**Run 1: cell outlines without signal wires**

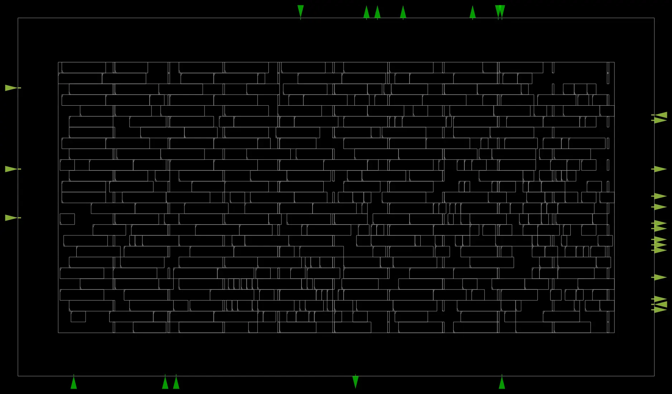
**Run 1: routed metal, one color a layer**

(3 px per um) Two of the layers only.
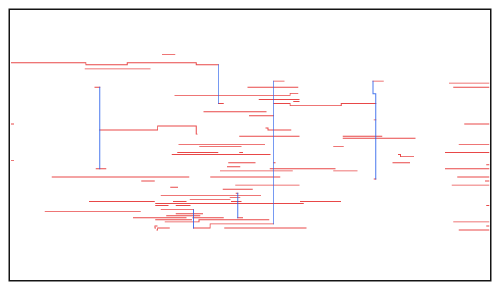
**Run 1: where the registers sit**

(4 px per um) Other sequential cells in the stronger gray, the rest of the logic in the fainter gray.
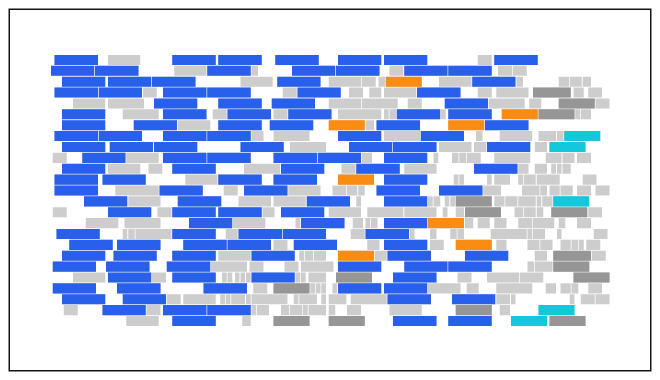
File: config.mk
export PLATFORM = sky130hd
export DESIGN_NAME = uart_byte_fifo
export DESIGN_NICKNAME = d
export VERILOG_FILES = /design/src/rtl/uart_byte_fifo.sv
export SDC_FILE = /design/constraint.sdc
export NUM_CORES = 1
export LEC_CHECK = 0
export CAP_MARGIN = 5
export CORE_ASPECT_RATIO = 0.5
export CORE_MARGIN = 10
export CORE_UTILIZATION = 64
export DETAILED_ROUTE_END_ITERATION = 10
export PLACE_DENSITY_LB_ADDON = 0.05
export SYNTH_ARGS = -nofsm -noshare
export SYNTH_HDL_FRONTEND = slang
export SYNTH_SLANG_ARGS = --single-unit
File: constraint.sdc
create_clock -name clock_i -period 6.1 [get_ports clock_i]
set_clock_uncertainty 0.15 [all_clocks]
set_input_delay 1.22 -clock clock_i [delete_from_list [all_inputs] [get_ports clock_i]]
set_output_delay 1.22 -clock clock_i [all_outputs]
set_load 0.02 [all_outputs]
File: src/rtl/uart_byte_fifo.sv
// Elastic byte FIFO between the UART receiver (ready/ack) and transmitter (write/busy).
// Receive bursts are absorbed while the transmitter is busy; full applies backpressure.
module uart_byte_fifo #(
    parameter int DATA_WIDTH = 8,
    parameter int DEPTH_LOG2 = 4
) (
    input  logic                  clock_i,
    input  logic                  reset_i,
    input  logic                  rx_ready_i,
    input  logic [DATA_WIDTH-1:0] rx_data_i,
    output logic                  rx_ack_o,
    input  logic                  tx_busy_i,
    output logic                  tx_write_o,
    output logic [DATA_WIDTH-1:0] tx_data_o,
    output logic [DEPTH_LOG2:0]   count_o,
    output logic                  empty_o,
    output logic                  full_o
);

    localparam int DEPTH = 1 << DEPTH_LOG2;
    localparam logic [DEPTH_LOG2:0] FULL_COUNT = {1'b1, {DEPTH_LOG2{1'b0}}};

    localparam logic [0:0] RX_IDLE  = 1'b0;
    localparam logic [0:0] RX_ACK   = 1'b1;

    localparam logic [1:0] TX_IDLE  = 2'd0;
    localparam logic [1:0] TX_START = 2'd1;
    localparam logic [1:0] TX_WAIT  = 2'd2;

    logic [DATA_WIDTH-1:0] mem [DEPTH];

    logic [0:0]            rx_state_q, rx_state_d;
    logic [1:0]            tx_state_q, tx_state_d;
    logic [DEPTH_LOG2-1:0] wr_ptr_q, wr_ptr_d;
    logic [DEPTH_LOG2-1:0] rd_ptr_q, rd_ptr_d;
    logic [DEPTH_LOG2:0]   count_q, count_d;
    logic                  empty_q, empty_d;
    logic                  full_q, full_d;
    logic                  rx_ack_q, rx_ack_d;
    logic                  tx_write_q, tx_write_d;
    logic [DATA_WIDTH-1:0] tx_data_q, tx_data_d;
    logic                  push;
    logic                  pop;

    // Push is gated by the registered full flag, so a push never lands in a full array.
    // NOTE: every always_comb output gets a default first; a missing branch would infer a latch.
    always_comb begin
        rx_state_d = rx_state_q;
        rx_ack_d   = rx_ack_q;
        push       = 1'b0;
        if (rx_state_q == RX_IDLE) begin
            if (rx_ready_i && !full_q) begin
                push       = 1'b1;
                rx_ack_d   = 1'b1;
                rx_state_d = RX_ACK;
            end
        end else if (!rx_ready_i) begin
            rx_ack_d   = 1'b0;
            rx_state_d = RX_IDLE;
        end
    end

    always_comb begin
        tx_state_d = tx_state_q;
        tx_write_d = 1'b0;
        tx_data_d  = tx_data_q;
        pop        = 1'b0;
        case (tx_state_q)
            TX_IDLE: begin
                if (!empty_q && !tx_busy_i) begin
                    pop        = 1'b1;
                    tx_write_d = 1'b1;
                    tx_data_d  = mem[rd_ptr_q];
                    tx_state_d = TX_START;
                end
            end
            TX_START: if (tx_busy_i)  tx_state_d = TX_WAIT;
            TX_WAIT:  if (!tx_busy_i) tx_state_d = TX_IDLE;
            default:  tx_state_d = TX_IDLE;
        endcase
    end

    always_comb begin
        wr_ptr_d = push ? wr_ptr_q + 1'b1 : wr_ptr_q;
        rd_ptr_d = pop  ? rd_ptr_q + 1'b1 : rd_ptr_q;
        case ({push, pop})
            2'b10:   count_d = count_q + 1'b1;
            2'b01:   count_d = count_q - 1'b1;
            default: count_d = count_q;
        endcase
        empty_d = (count_d == '0);
        full_d  = (count_d == FULL_COUNT);
    end

    // NOTE: state registers use non-blocking assignments so every flop samples pre-edge values.
    always_ff @(posedge clock_i or posedge reset_i) begin
        if (reset_i) begin
            rx_state_q <= RX_IDLE;
            tx_state_q <= TX_IDLE;
            wr_ptr_q   <= '0;
            rd_ptr_q   <= '0;
            count_q    <= '0;
            empty_q    <= 1'b1;
            full_q     <= 1'b0;
            rx_ack_q   <= 1'b0;
            tx_write_q <= 1'b0;
            tx_data_q  <= '0;
        end else begin
            rx_state_q <= rx_state_d;
            tx_state_q <= tx_state_d;
            wr_ptr_q   <= wr_ptr_d;
            rd_ptr_q   <= rd_ptr_d;
            count_q    <= count_d;
            empty_q    <= empty_d;
            full_q     <= full_d;
            rx_ack_q   <= rx_ack_d;
            tx_write_q <= tx_write_d;
            tx_data_q  <= tx_data_d;
        end
    end

    // NOTE: the storage array has no reset; stale contents are unreachable once the pointers clear.
    always_ff @(posedge clock_i) begin
        if (push) mem[wr_ptr_q] <= rx_data_i;
    end

    assign rx_ack_o   = rx_ack_q;
    assign tx_write_o = tx_write_q;
    assign tx_data_o  = tx_data_q;
    assign count_o    = count_q;
    assign empty_o    = empty_q;
    assign full_o     = full_q;

endmodule

==> run summary, run 1 <==
yosys + openroad results -> Largest register FFs=128, RSZ-0062 raised after global routing=false, Pwr Density=475 nW/um^2, Critical-path top delay cell=or4_1, mi-comb count=157, peak supply drop=0.000262 V, Ant. Diodes=0, port bufs=28, fin crit period=4080 ps, run status=completed, worst-case reg-to-reg path depth=10, top cell category=sequential cells, GRT busiest layer=met2, register area=4550 sq um, dominant logic cell types in the final layout=edfxtp_1, mux4_2, clkdlybuf4s50_1, Init Core Util=0.660, first-pass detailed-route iteration total=5, Layout non-clock buf frac=0.0427, Flops=156, ao+oa area frac=0.0327, layout net count=392, Placed Instances=489, fillcell total=546, Core Rows=25, crit path max fanout=17, Die Span X=160 um, clk buf depth=2, first-pass GRT wire length=19700 um, Clk pwr share=0.303, Top-area cell share=0.613, clock-pin slew on the worst setup and hold paths=60 ps, Avg WL per Cell=24.4 um, Most common reg cell=edfxtp_1, Post-Synth Adder-Cell Area=0.0140, die height=approximately 90 um, Synth mux share=0.142, clock buffers=17, hold-fix buffers at CTS=0, Main logic family=multiplexers
## Picture notes: 'cell outlines without signal wires'
Final Core Density: 0.764
Non-Filler Instances: 521
sequential share of cell area: 0.626
core box area: 9510 sq um

## Picture notes: 'routed metal, one color a layer'
| color | layer | wire length |
|---|---|---|
| red | M3 | 1100 um |
| blue | M4 | 136 um |
via count: 3258
Total Routing Usage GR: 0.182

## Picture notes: 'where the registers sit'
| color | signal | placed flops |
|---|---|---|
| blue | mem | 128 |
| cyan | count_o | 5 |
| orange | tx_data_o | 8 |
not colored: 15

**Run 1: nets reached from selected ports**

(4 px per um)
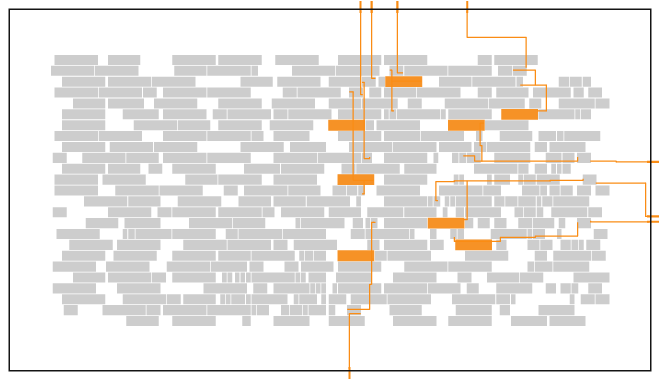

## Run 2: what changed since run 1
Settings changed: CORE_UTILIZATION 64 to 54.
Clock period 6.1 ns to 3.72 ns, I/O delays scaled along.
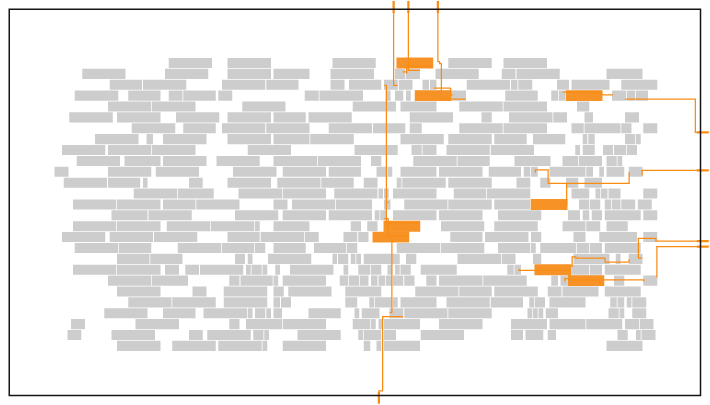
**Above:** run 2 (nets reached from selected ports).
(4 px per um)
| color | port | bits | direction | end cells | buffers | wire |
|---|---|---|---|---|---|---|
| orange | tx_data_o | 8 | output | 8 | 8 | 366 um |
port bufs: 28
io pins: 29

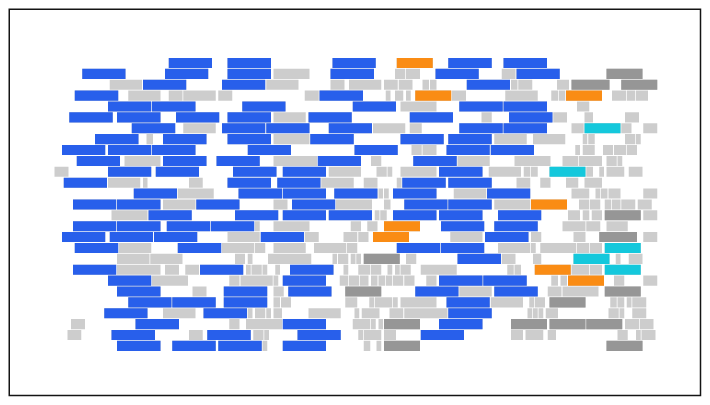
**Above:** run 2 (where the registers sit).
(4 px per um) Other sequential cells in the stronger gray, the rest of the logic in the fainter gray.
| color | signal | placed flops |
|---|---|---|
| cyan | count_o | 5 |
| blue | mem | 128 |
| orange | tx_data_o | 8 |
not colored: 15

==> run 2 against run 1 <==
  * Synthesized cell count unchanged
  * Design area increased by 2.7%
  * Sequential power increased by 74%
  * First-iteration DRC count decreased by 18%
  * Sequential share of layout area decreased by 1.6 points
  * Critical path type unchanged
==> run summary, run 2 <==
yosys + openroad results -> run status=completed, layout net count=414, Largest register FFs=128, met3 usage=0.0510, register area=4550 sq um, GRT busiest layer=met2, Non-Filler Instances=566, hold slack=331 ps, worst-case reg-to-reg path depth=10, Critical-path top delay cell=or4_1, die height=roughly 96 um, Avg WL per Cell=22.6 um, Main logic family=multiplexers, Synth mux share=0.142, clock-pin slew on the worst setup and hold paths=~60 ps, Pwr Density=767 nW/um^2, Ant. Diodes=0, peak supply drop=0.000350 V, Die Span X=~170 um, mi-comb count=157, first-pass detailed-route iteration total=4, hold-fix buffers at CTS=0, largest net degree at the start of global routing=29, top cells by count=edfxtp_1, mux4_2, dfrtp_1, RSZ-0062 raised after global routing=false, Layout non-clock buf frac=0.0637, fin crit period=3200 ps, WP buf/inv=2, Post-Synth Adder-Cell Area=0.0140, Remaining Overflow, GRT=0, clk buf depth=2, mean post-synth cell area=18.5 sq um, Top-area cell share=0.613, H-tree Lvls=4, core box area=11200 sq um, Clk pwr share=0.309, clock buffers=19, DRC=0, sequential share of cell area=0.610, Init Core Util=0.561, Combinational Power Share=0.261, Placed Instances=535, ao+oa area frac=0.0327, Core Rows=27, Hold Path Depth=1, Total Routing Usage GR=0.167, Most common reg cell=edfxtp_1, first-pass GRT wire length=19900 um, fillcell total=757, Late-Pin Clk Latency=420 ps, crit path max fanout=4, Final Core Density=0.667, top cell category=sequential cells, dominant logic cell types in the final layout=edfxtp_1, mux4_2, clkdlybuf4s50_1, Flops=156
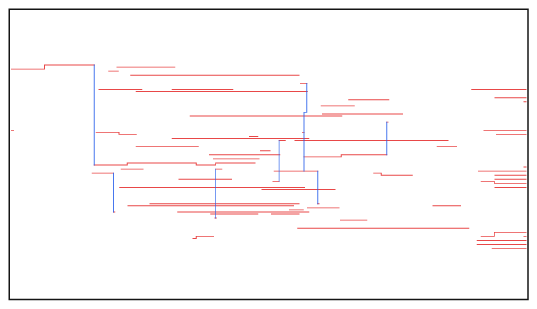
**Above:** run 2 (routed metal, one color a layer).
(3 px per um) Two of the layers only.
| color | layer | wire length |
|---|---|---|
| blue | M4 | 128 um |
| red | M3 | 1170 um |

No activity file was given, so power comes from the tool's default toggle rates.
